**config.mk**
```make
export PLATFORM = sky130hd
export DESIGN_NAME = spw_tx_arbiter
export DESIGN_NICKNAME = d
export VERILOG_FILES = /design/src/rtl/spw_tx_arbiter.sv
export SDC_FILE = /design/constraint.sdc
export NUM_CORES = 1
export LEC_CHECK = 0
export ABC_AREA = 1
export ABC_CLOCK_PERIOD_IN_PS = 5700
export CAP_MARGIN = 20
export CORE_MARGIN = 2
export CORE_UTILIZATION = 40
export DETAILED_ROUTE_END_ITERATION = 8
export GPL_TIMING_DRIVEN = 0
export PLACE_DENSITY_LB_ADDON = 0.25
export RECOVER_POWER = 25
export REMOVE_ABC_BUFFERS = 1
export SYNTH_ARGS = -nofsm -noshare
export SYNTH_HDL_FRONTEND = slang
export SYNTH_SLANG_ARGS = --single-unit
```
**constraint.sdc**
```tcl
create_clock -name CLOCK -period 5.7 [get_ports CLOCK]
set_input_delay 1.14 -clock CLOCK [delete_from_list [all_inputs] [get_ports CLOCK]]
set_output_delay 1.14 -clock CLOCK [all_outputs]
set_load 0.005 [all_outputs]
```
**src/rtl/spw_tx_arbiter.sv**
```systemverilog
// Packet-level round-robin arbiter merging NREQ 9-bit packet streams into the SpaceWire transmit FIFO.
// Define SPW_TX_TIMEOUT_EN to build the stall timeout that aborts a stuck packet with an EEP.
module spw_tx_arbiter #(
    parameter int         NREQ        = 4,
    parameter logic [2:0] RUN_STATE   = 3'd5,
    parameter int         TIMEOUT_CYC = 1024
) (
    input  logic              CLOCK,
    input  logic              RESETn,
    input  logic [NREQ-1:0]   req_valid,
    input  logic [9*NREQ-1:0] req_data,
    output logic [NREQ-1:0]   req_ready,
    input  logic [2:0]        link_state,
    input  logic              tx_full,
    output logic [8:0]        tx_data,
    output logic              tx_wr,
    output logic [NREQ-1:0]   grant,
    output logic              busy,
    output logic [15:0]       pkt_count
);

    localparam int IDXW = (NREQ > 2) ? $clog2(NREQ) : 1;

`ifdef SPW_TX_TIMEOUT_EN
    localparam int         SCW      = $clog2(TIMEOUT_CYC + 1);
    localparam logic [8:0] EEP_BEAT = 9'h101;
    typedef enum logic [1:0] {IDLE, XFER, DRAIN, ABORT} state_t;
    logic [SCW-1:0] stall_cnt;
`else
    typedef enum logic [1:0] {IDLE, XFER, DRAIN} state_t;
`endif

    state_t          state;
    logic [IDXW-1:0] g_idx;
    logic [IDXW-1:0] rr_ptr;
    logic [IDXW-1:0] rr_next;
    logic [IDXW-1:0] pick_idx;
    logic            pick_any;
    logic            link_run;
    logic            accept;
    logic [8:0]      beat;

    if (NREQ < 2 || NREQ > 8 || TIMEOUT_CYC < 1) begin : g_param_check
        $error("spw_tx_arbiter: NREQ must be 2..8 and TIMEOUT_CYC positive");
    end

    // Returns {found, index} of the first valid requester at or after ptr, wrapping at NREQ-1.
    function automatic logic [IDXW:0] rr_pick(input logic [NREQ-1:0] vld,
                                              input logic [IDXW-1:0] ptr);
        logic [IDXW:0] res;
        int            idx;
        res = '0;
        for (int k = NREQ - 1; k >= 0; k--) begin
            idx = int'(ptr) + k;
            if (idx >= NREQ) idx = idx - NREQ;
            if (vld[IDXW'(idx)]) res = {1'b1, IDXW'(idx)};
        end
        return res;
    endfunction

    assign link_run              = (link_state == RUN_STATE);
    assign beat                  = req_data[9*int'(g_idx) +: 9];
    assign rr_next               = (g_idx == IDXW'(NREQ - 1)) ? '0 : g_idx + 1'b1;
    assign {pick_any, pick_idx}  = rr_pick(req_valid, rr_ptr);
    assign accept                = |req_ready;

    // The !tx_wr term spaces writes two cycles apart so tx_full has settled before the next one.
    always_comb begin
        req_ready = '0;
        case (state)
            XFER:    req_ready[g_idx] = req_valid[g_idx] & ~tx_full & ~tx_wr & link_run;
            DRAIN:   req_ready[g_idx] = req_valid[g_idx];
            default: req_ready = '0;
        endcase
    end

    always_ff @(posedge CLOCK or negedge RESETn) begin
        if (!RESETn) begin
            state     <= IDLE;
            g_idx     <= '0;
            rr_ptr    <= '0;
            grant     <= '0;
            busy      <= 1'b0;
            tx_data   <= '0;
            tx_wr     <= 1'b0;
            pkt_count <= '0;
`ifdef SPW_TX_TIMEOUT_EN
            stall_cnt <= '0;
`endif
        end else begin
            tx_wr <= 1'b0;
            case (state)
                IDLE: begin
`ifdef SPW_TX_TIMEOUT_EN
                    stall_cnt <= '0;
`endif
                    if (link_run && pick_any) begin
                        g_idx <= pick_idx;
                        grant <= {{(NREQ-1){1'b0}}, 1'b1} << pick_idx;
                        busy  <= 1'b1;
                        state <= XFER;
                    end
                end
                XFER: begin
                    if (!link_run) begin
                        // The CODEC flushes its FIFO on link loss, so no EEP is written here.
                        state <= DRAIN;
                    end else if (accept) begin
                        tx_data <= beat;
                        tx_wr   <= 1'b1;
                        if (beat[8]) begin
                            pkt_count <= pkt_count + 16'd1;
                            rr_ptr    <= rr_next;
                            grant     <= '0;
                            busy      <= 1'b0;
                            state     <= IDLE;
                        end
`ifdef SPW_TX_TIMEOUT_EN
                        stall_cnt <= '0;
                    end else if (!req_valid[g_idx]) begin
                        if (stall_cnt == SCW'(TIMEOUT_CYC - 1)) begin
                            stall_cnt <= '0;
                            state     <= ABORT;
                        end else begin
                            stall_cnt <= stall_cnt + 1'b1;
                        end
`endif
                    end
                end
                DRAIN: begin
                    if (accept && beat[8]) begin
                        rr_ptr <= rr_next;
                        grant  <= '0;
                        busy   <= 1'b0;
                        state  <= IDLE;
                    end
                end
`ifdef SPW_TX_TIMEOUT_EN
                ABORT: begin
                    // Terminate the stalled packet in the FIFO, then swallow the rest of it.
                    if (!tx_full && !tx_wr) begin
                        tx_data   <= EEP_BEAT;
                        tx_wr     <= 1'b1;
                        pkt_count <= pkt_count + 16'd1;
                        state     <= DRAIN;
                    end
                end
`endif
                default: state <= IDLE;
            endcase
        end
    end

endmodule

```
Figure 1. Drive-strength map.
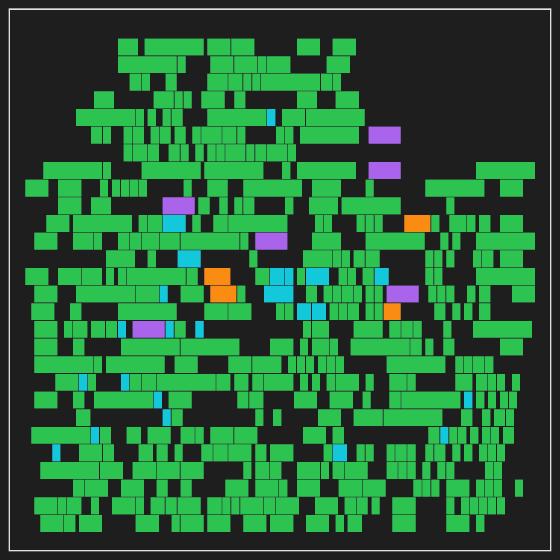
Key: drive 1 or less = green [cells 402]; drive 2 = cyan [cells 23]; drive 3 to 4 = orange [cells 4]; drive 6 and up = purple [cells 6]
Worst Setup Slack, final: 1.81 ns
Finished Cell Area: 3440 sq um

==> impl_metrics.csv <==
group,metric,value,unit
status,outcome,"finished with violations",
status,violations,"max-capacitance violations, max-slew violations",
sta,drv_slew,38,
synth,postSynthSeqShare,36.9,%
synth,avgSynthCellArea,7.03,sq um
sta,fmax,0.257,GHz
grt,grt_pass1_vias,2451,
route,drt_first_iter_violations,100,
critical_path,worstSetupPathType,"in2out",
flow_run,drv_cap,1,
synth,postSynth.asyncResetShare,100,%
cells_and_area,nets,490,
grt,grt_pass1_wl,11300,microns
synth,flop_cell,"dfrtp_1",
critical_path,crit_path_start,"req_valid[3]",
floorplan,die_h,83.2,microns
floorplan,io_pins,81,
sta,worst_pin_slew,2.05,ns
route,met3_length,286,microns
sta,rsz0062_at_grt,"no",
flow_run,warnings,31,
grt,use_met2,33.4,%
place,gp_congestion,0.848,
grt,top_usage_layer,"met2",
grt,antenna_found_initial,0,
route,highest_layer,"met4",
pwr,p_leak,0.00167,uW
route,vias_per_cell,4.91,
pwr,irDropWorstVdd,0.202,mV
critical_path,reg2reg_depth,10,
sta,period_needed,3.89,ns
synth,synthTopCellsByCount,"nand2_1 (97), nor2_1 (41), dfrtp_1 (37)",
synth,mux_area_share,0,%
Figure 2. Cell classes on the final placement.
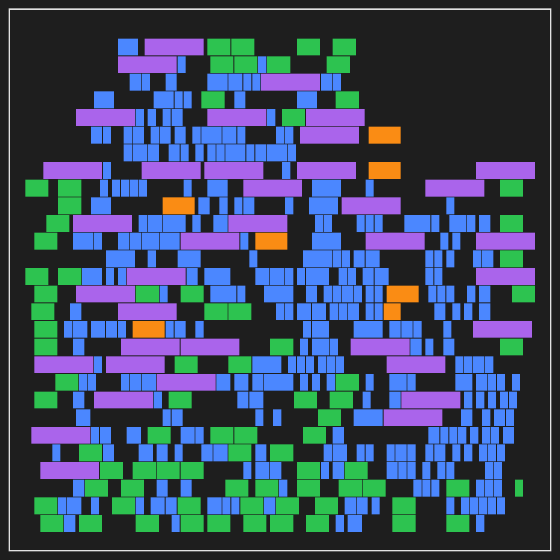
Key: flops = purple [cells 37]; clock drivers and dummy loads = orange [cells 7]; other buffers and delay cells = green [cells 80]; all other logic = blue [cells 311]

## power breakdown
| part | leakage (uW) | total, uW | switching (uW) | internal, uW |
|---|---|---|---|---|
| clock | 0.0000433 | 188 | 92.0 | 95.6 |
| combinational | 0.00116 | 589 | 344 | 244 |
| sequential | 0.000470 | 387 | 73.7 | 313 |
| total | 0.00167 | 1160 | 510 | 653 |
## state kept, by name, indices dropped and copies added (netlist names)
register and cells:
grant 4, pkt_count 16, g_idx 2, busy 1, tx_wr 1, rr_ptr 2, state 2, tx_data 9
## area by class of cell
cell class,count,area [sq um]
fill,564,2550
multi-input combinational,267,1370
clock buffer,6,82.6
tap,75,93.8
timing repair buffer,80,795
clock inverter,1,7.51
sequential,37,926
inverter,44,165
Power and IR drop assume default switching activity.
